### Track usage over the die

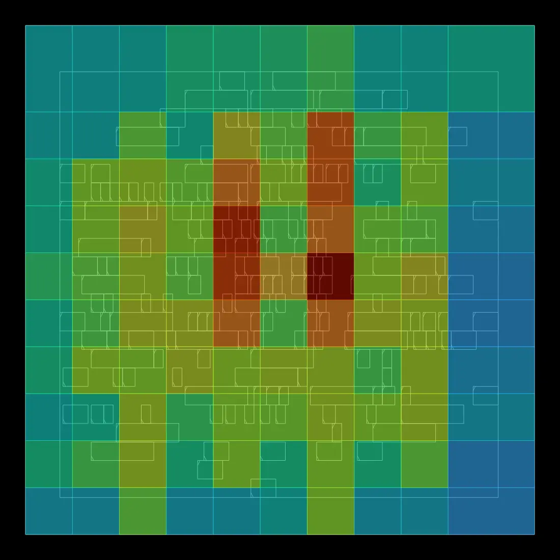
### Metal 1

Drawn at 4 px/um. Supply wires on this layer in gray.
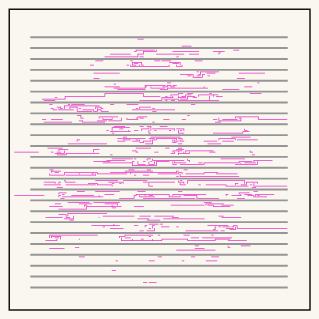
### Routed metal, one color a layer

Drawn at 4 px/um. Two of the layers only.
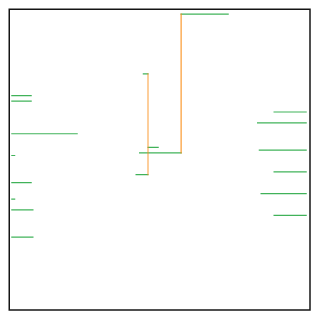
### Gate families picked out

Drawn at 6 px/um.
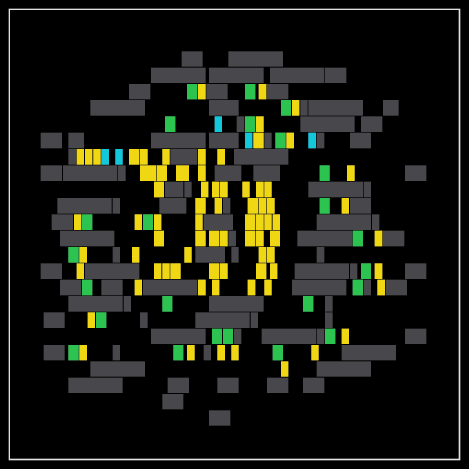
==> config.mk <==
export PLATFORM = sky130hd
export DESIGN_NAME = serial_cmp_ctrl
export DESIGN_NICKNAME = d
export VERILOG_FILES = /design/src/rtl/serial_cmp_ctrl.sv
export SDC_FILE = /design/constraint.sdc
export NUM_CORES = 1
export LEC_CHECK = 0
export ABC_AREA = 1
export CORE_MARGIN = 5
export CORE_UTILIZATION = 32
export CTS_CLUSTER_DIAMETER = 100
export DETAILED_ROUTE_END_ITERATION = 8
export MAX_ROUTING_LAYER = met4
export PLACE_DENSITY = 0.56
export SLEW_MARGIN = 5
export SYNTH_ARGS = -nofsm -noshare
export SYNTH_HDL_FRONTEND = slang
export SYNTH_SLANG_ARGS = --single-unit
==> constraint.sdc <==
create_clock -name clk -period 2.2 [get_ports clk]
set_input_delay 0.22 -clock clk [delete_from_list [all_inputs] [get_ports clk]]
set_output_delay 0.22 -clock clk [all_outputs]
set_load 0.03 [all_outputs]
==> CHANGELOG.md <==
### Metrics

* Cycle use final at 0.825
* Die width at ~75 um
* Post-synth regs at 28
* Sw Ratio at 0.429
* Yosys adder share at 0.0372
* Number of enable flip-flop cells at 0
* CP max stage delay at 0.54 ns
* Buffering overhead at 0.167
* Cell taking the most area after synthesis: dfrtp_1
* HPWL after DPL at 2110 um
* Layout clock area frac at 0.0322
* Async set-or-reset flop fraction in the synthesized netlist at 1.00
* Worst Skew at between 0.003 and 0.004 ns
* Worst Path Buf+Inv at 1
* Multi-input gate count at 110
* Top sig layer: met4
* Met2 routed WL at 1320 um
* Post-CTS sizing at 0
* Hold WC Path Type: primary input to asynchronous set/reset pin
* First-pass GRT wire length at around 5000 um
* Die y size at approximately 75 um
* Pre-antenna DRT Iters at 4
* Share of layout cells above drive strength 1 at 0.0457
* P_leak at between 0.8 and 0.9 nW
* Max Buffers Root-to-Sink at 2
* Max-area cell share at 0.521
* ANT nets after route at 0
* Floorplan utilization at 0.334
* YS chip area at around 1300 um^2
* Tool warnings at 28
* Worst-path clk slew at 0.09 ns
* Switching power at around 0.94 mW
* Crit Path Class: flop to flop
* Clock power frac at 0.144
* Status: finished clean
* Sequential fraction of total cell area at 0.410
* CP Cell Sequence: inv_2, nand2_1, nand3_1, nand3_1, nand2_1, ha_1, nand2_1, nand2_2, nand2_1, o21ai_0
* Worst-Margin Slew at between 0.3 and 0.4 ns
* Clock Sinks at 28
* Syn avg cell area at 7.90 um^2
* Internal power at approximately 1.3 mW
## Picture notes: 'Track usage over the die'
all-layer global routing usage: 0.117
WL/cell: 11.3 um
met3 Usage GRT: 0.0200
GR peak layer: met2

## Picture notes: 'Metal 1'
wire length on this layer: 1280 um
longest straight run: 16.6 um
share of all routed wire: 46%
main direction: horizontal
nets with wire on the layer: 198
Total Wirelength: 2790 um
GR Util met1: 0.136

## Picture notes: 'Routed metal, one color a layer'
legend:
  green:
    layer: met3
    wire_length: 131 um
  orange:
    layer: met4
    wire_length: 59.8 um
Via Count: 1103

## Picture notes: 'Gate families picked out'
legend:
  cyan:
    family: NOR gates
    cells: 5
    most_used: nor2_1
  yellow:
    family: NAND gates
    cells: 76
    most_used: nand2_1
    where: middle
  green:
    family: inverting AOI/OAI gates
    cells: 24
    most_used: o21ai_0
Finished Layout Cells: 247
dominant logic cell type in the layout: nand2_1
Comb/total area: 0.297

## through the flow
stage               setup WS, ns  area (um^2)  power [mW]  instances  hold WS (ns)
global route               0.164         1710        2.42        247         0.382
CTS                        0.356         1710        2.24        247         0.328
detailed placement         0.380         1650        1.91        243         0.481
global placement           0.457         1650        1.89        243         0.475
floorplan                  0.366         1340        1.58        170       -0.0756
finish                     0.385         1710        2.20        247         0.316
## layout by cell type, fill, tap and decap left out, types with 2 or more instances in the layout
cell type,instances
buf_4,2
dfrtp_1,28
nand2_1,59
clkdlybuf4s50_1,27
ha_1,4
nand3_1,15
nor2_1,5
inv_1,24
o21ai_0,19
o21ai_1,2
clkbuf_8,4
a21oi_1,3
inv_2,2
No activity file was given, so power comes from the tool's default toggle rates.
